$ cat src/rtl/seg_scan_display.sv
`default_nettype none
// ============================================================================
//  Module   : seg_scan_display
//  Purpose  : Multiplexed 7-segment hex display for NUM_CH byte channels.
//             Each channel byte is latched on the rising edge of its valid
//             strobe and shown as two hex digits (low nibble on digit 2k,
//             high nibble on digit 2k+1). The decimal point of digit 2k+1
//             stays lit for FRESH scan steps after each update.
//  Ports    : clk      - sole clock, rising edge
//             rst_n    - synchronous active-low reset
//             data_i   - channel bytes, channel k = data_i[8k+7:8k]
//             valid_i  - per-channel update strobe (level or pulse)
//             freeze_i - suppresses captures while high
//             seg_o    - active-low segments {g,f,e,d,c,b,a}, registered
//             dp_o     - active-low decimal point, registered
//             an_o     - active-low digit enables, an_o[0] = rightmost digit
//  Revision : 1.0 - initial release
// ============================================================================
module seg_scan_display #(
  parameter int NUM_CH = 2,
  parameter int DIV    = 131072,
  parameter int FRESH  = 64
) (
  input  logic                  clk,
  input  logic                  rst_n,
  input  logic [8*NUM_CH-1:0]   data_i,
  input  logic [NUM_CH-1:0]     valid_i,
  input  logic                  freeze_i,
  output logic [6:0]            seg_o,
  output logic                  dp_o,
  output logic [2*NUM_CH-1:0]   an_o
);

  localparam int ND = 2 * NUM_CH;
  localparam int IW = $clog2(ND);
  localparam int CW = $clog2(DIV);

  localparam logic [CW-1:0] CNT_LAST   = CW'(DIV - 1);
  localparam logic [IW-1:0] IDX_LAST   = IW'(ND - 1);
  localparam logic [7:0]    FRESH_INIT = 8'(FRESH);
  localparam logic [ND-1:0] AN_RESET   = {{(ND-1){1'b1}}, 1'b0};

  function automatic logic [6:0] hex7(input logic [3:0] n);
    logic [6:0] s;
    case (n)
      4'h0: s = 7'h40;  4'h1: s = 7'h79;  4'h2: s = 7'h24;  4'h3: s = 7'h30;
      4'h4: s = 7'h19;  4'h5: s = 7'h12;  4'h6: s = 7'h02;  4'h7: s = 7'h78;
      4'h8: s = 7'h00;  4'h9: s = 7'h10;  4'hA: s = 7'h08;  4'hB: s = 7'h03;
      4'hC: s = 7'h46;  4'hD: s = 7'h21;  4'hE: s = 7'h06;  default: s = 7'h0E;
    endcase
    return s;
  endfunction

  logic [CW-1:0]               cnt_q,   cnt_d;
  logic [IW-1:0]               idx_q,   idx_d;
  logic [NUM_CH-1:0]           valid_q, valid_d;
  logic [NUM_CH-1:0][7:0]      byte_q,  byte_d;
  logic [NUM_CH-1:0]           shown_q, shown_d;
  logic [NUM_CH-1:0][7:0]      fresh_q, fresh_d;
  logic [6:0]                  seg_q,   seg_d;
  logic                        dp_q,    dp_d;
  logic [ND-1:0]               an_q,    an_d;

  logic                        tick;
  logic [NUM_CH-1:0]           rise;
  logic [7:0]                  cur_byte;
  logic                        cur_shown;
  logic                        cur_fresh;
  logic                        cur_hi;
  logic [3:0]                  cur_nib;

  always_comb begin
    tick  = (cnt_q == CNT_LAST);
    cnt_d = tick ? '0 : cnt_q + CW'(1);

    idx_d = idx_q;
    if (tick) begin
      idx_d = (idx_q == IDX_LAST) ? '0 : idx_q + IW'(1);
    end

    // valid_q always follows valid_i, even while frozen, so that releasing
    // freeze with a strobe still high does not look like a new edge.
    valid_d = valid_i;
    rise    = valid_i & ~valid_q & {NUM_CH{~freeze_i}};

    byte_d  = byte_q;
    shown_d = shown_q;
    fresh_d = fresh_q;
    for (int k = 0; k < NUM_CH; k++) begin
      if (tick && (fresh_q[k] != 8'd0)) begin
        fresh_d[k] = fresh_q[k] - 8'd1;
      end
      // A capture overrides the scan-tick decrement on the same edge.
      if (rise[k]) begin
        byte_d[k]  = data_i[8*k +: 8];
        shown_d[k] = 1'b1;
        fresh_d[k] = FRESH_INIT;
      end
    end

    // Output stage is registered from the current index and state.
    cur_byte  = '0;
    cur_shown = 1'b0;
    cur_fresh = 1'b0;
    for (int k = 0; k < NUM_CH; k++) begin
      if (k == (int'(idx_q) / 2)) begin
        cur_byte  = byte_q[k];
        cur_shown = shown_q[k];
        cur_fresh = (fresh_q[k] != 8'd0);
      end
    end
    cur_hi  = idx_q[0];
    cur_nib = cur_hi ? cur_byte[7:4] : cur_byte[3:0];

    seg_d = cur_shown ? hex7(cur_nib) : 7'h7F;
    dp_d  = ~(cur_shown & cur_hi & cur_fresh);
    for (int i = 0; i < ND; i++) begin
      an_d[i] = (i != int'(idx_q));
    end
  end

  always_ff @(posedge clk) begin
    if (!rst_n) begin
      cnt_q   <= '0;
      idx_q   <= '0;
      valid_q <= '0;
      byte_q  <= '0;
      shown_q <= '0;
      fresh_q <= '0;
      seg_q   <= 7'h7F;
      dp_q    <= 1'b1;
      an_q    <= AN_RESET;
    end else begin
      cnt_q   <= cnt_d;
      idx_q   <= idx_d;
      valid_q <= valid_d;
      byte_q  <= byte_d;
      shown_q <= shown_d;
      fresh_q <= fresh_d;
      seg_q   <= seg_d;
      dp_q    <= dp_d;
      an_q    <= an_d;
    end
  end

  assign seg_o = seg_q;
  assign dp_o  = dp_q;
  assign an_o  = an_q;

endmodule
`default_nettype wire

$ cat config.mk
export PLATFORM = sky130hd
export DESIGN_NAME = seg_scan_display
export DESIGN_NICKNAME = d
export VERILOG_FILES = /design/src/rtl/seg_scan_display.sv
export SDC_FILE = /design/constraint.sdc
export NUM_CORES = 1
export LEC_CHECK = 0
export ABC_AREA = 0
export CAP_MARGIN = 40
export CORE_ASPECT_RATIO = 1.4
export CORE_UTILIZATION = 56
export CTS_CLUSTER_DIAMETER = 200
export DETAILED_ROUTE_END_ITERATION = 12
export PLACE_DENSITY = 0.88
export SLEW_MARGIN = 40
export SYNTH_ARGS = -nofsm -noshare
export SYNTH_HDL_FRONTEND = slang
export SYNTH_SLANG_ARGS = --single-unit
$ cat constraint.sdc
create_clock -name clk -period 2.73 [get_ports clk]
set_clock_uncertainty 0.05 [all_clocks]
set_input_delay 0.546 -clock clk [delete_from_list [all_inputs] [get_ports clk]]
set_output_delay 0.546 -clock clk [all_outputs]
set_load 0.1 [all_outputs]
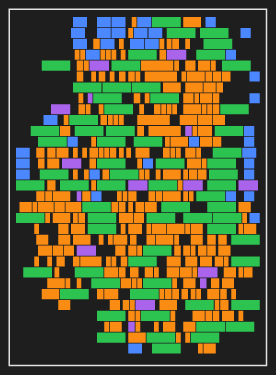
(placed cells, one color a class)
(4 px per um)
color	class	cells	share of their area
green	sequential cells	67	39%
orange	combinational and other logic	254	47%
blue	remaining buffers and delay cells	37	9.5%
purple	clock drivers and dummy loads	15	4.7%
cell area after layout: 0.003525 mm^2
share of the core filled with cells in the final layout: 68.32%
standard-cell rows: 31
sequential cell area share: 38.05%

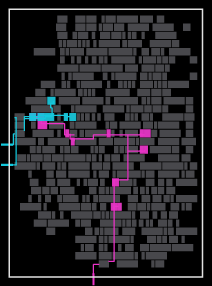
(port wiring)
(3 px per um)
color	port	bits	direction	edge	end cells	buffers	wire
magenta	rst_n	1	input	south	13	2	112 um
cyan	valid_i	2	input	west	6	2	60.3 um

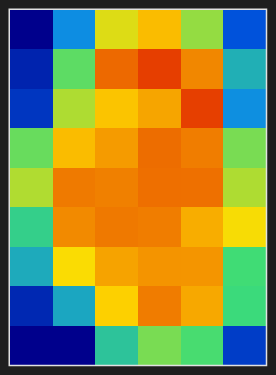
(cell density map)
(4 px per um) The die is cut into 6 by 9 equal tiles; dark blue is low, red is high, 0 to 100% covered.
tiles over 75% full	46%
nearly empty tiles	5.6%
fullest tile	93%
mean over tiles	61%
Core Box Area: 0.005159 mm^2
initial core utilization: 58.31%

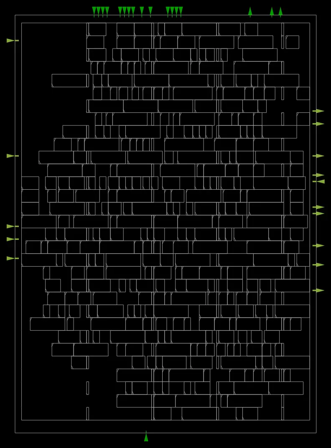
(cell outlines without signal wires)
number of sequential cells in the layout: 67
fillers: 393

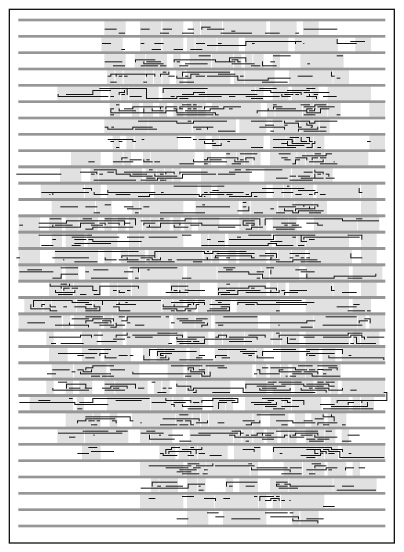
(metal 1)
(6 px per um) Supply wires on this layer in gray.
longest straight run	17.0 um
nets with wire on the layer	363
via count: 2382
total detailed-routing wirelength: 5724 um
met1 capacity usage during global routing: 21.84%

==> results.json <==
{
  "synth_nets": 370,
  "xor_share_pct": 4.950,
  "grt.met3_usage_pct": 7.088,
  "dp.final_hpwl_um": 4113,
  "run_status": "finished clean",
  "finalWorstSetupSlack_ps": 288.0,
  "final_layout_top_logic_cells": "sky130_fd_sc_hd__dfxtp_1 (67), sky130_fd_sc_hd__nand2_1 (48), sky130_fd_sc_hd__nor2_1 (41), sky130_fd_sc_hd__a21oi_1 (27), sky130_fd_sc_hd__clkdlybuf4s50_1 (20)",
  "cts_hold_buffers": 0,
  "drt_iter0_drc": 146,
  "share_of_final_layout_standard_cells_stronger_than_drive_strength_1_pct": 11.26,
  "switching_power_share_of_the_total_pct": 24.50,
  "timing.critical_path.from": "cnt_q[0]$_SDFF_PP0_",
  "reg2reg_from": "cnt_q[0]$_SDFF_PP0_",
  "cts_made_buffers": 9,
  "timing.critical_path.to_type": "register",
  "comb_area_mm2": 0.001556,
  "synthFlopType": "sky130_fd_sc_hd__dfxtp_1",
  "synth-async-reset-ratio_pct": 0,
  "largest_register_ff_count": 17,
  "ys_seq_elements": 67,
  "area_delta_synth_final_pct": 17.18,
  "cell_resize_tally_after_clock_tree_synthesis": 0,
  "worst_reg2reg_setup_slack_ps": 290,
  "p_leak_nw": 1.303,
  "critical_path.cell_chain": "ha_1 -> and4_1 -> nand3_1 -> nor2_1 -> ha_1 -> inv_1 -> a31oi_1 -> nor2_1 -> a211oi_1",
  "holdCritPathClass": "reg -> reg",
  "well_tap_count": 66,
  "worstPathRequired_ps": 2910,
  "power_density_mw_per_mm2": 530.1,
  "signal_buffers": 37,
  "final_layout_top_logic_cell": "sky130_fd_sc_hd__dfxtp_1",
  "grtUsageTotal_pct": 21.28,
  "combAreaFraction_pct": 44.16,
  "route.top_layer_used": "met4",
  "synthDominantCellAreaShare_pct": 44.59,
  "synth.cellmix.adderShare_pct": 6.240,
  "enable_flop_cells": 0,
  "worstPathMaxFanout": 7,
  "detail-route-antenna-nets": 0,
  "p_sw_mw": 0.4578,
  "postCtsSetupRepairBufs": 0,
  "power.clock.fraction_pct": 37.1,
  "stdcell_count": 439,
  "dieArea_mm2": 0.005672,
  "sequential_cell_area_fraction_in_the_yosys_report_pct": 44.59,
  "total_iterations_of_the_first_detailed_routing_run": 4,
  "crit_slowest_cell": "sky130_fd_sc_hd__a31oi_1",
  "p_int_mw": 1.410,
  "post_synth_most_frequent_cells": "sky130_fd_sc_hd__dfxtp_1 (67), sky130_fd_sc_hd__nand2_1 (48), sky130_fd_sc_hd__nor2_1 (41), sky130_fd_sc_hd__a21oi_1 (27)",
  "final_net_count": 405,
  "endpoint": "fresh_q[1]$_SDFFE_PP0P_",
  "largest_registers": "cnt_q x17, byte_q x16, fresh_q x16",
  "report.final.hold_viol_count": 0,
  "synthesis.instances": 334,
  "achievable-frequency_mhz": 409.5,
  "pg_seq_mw": 1.01,
  "registers.top_by_ff_count": "cnt_q",
  "tightestPinTransition_ps": 610.9,
  "synth.logic.top_family": "simple AND/OR/NAND/NOR gates",
  "tool_warnings": 35,
  "die_h_um": 88.72,
  "max-vdd-ir-drop_mv": 0.3042,
  "die.size.x_um": 63.94,
  "simple_gate_share_pct": 23.09,
  "number_of_buffers_on_the_longest_clock_path": 2,
  "min_period_ps": 2442,
  "placed_cells": 424,
  "nonClkBufAreaFrac_pct": 9.301,
  "layout.area.top_class": "multi-input combinational cells",
  "slowest_delay_ps": 390,
  "n_antenna_cell": 0,
  "fin_hold_ws_ps": 408.1,
  "power.group.top": "registers",
  "initial_antenna_violation_count": 0,
  "aggregate_negative_setup_slack_ps": 0,
  "hold_path_depth": 2
}
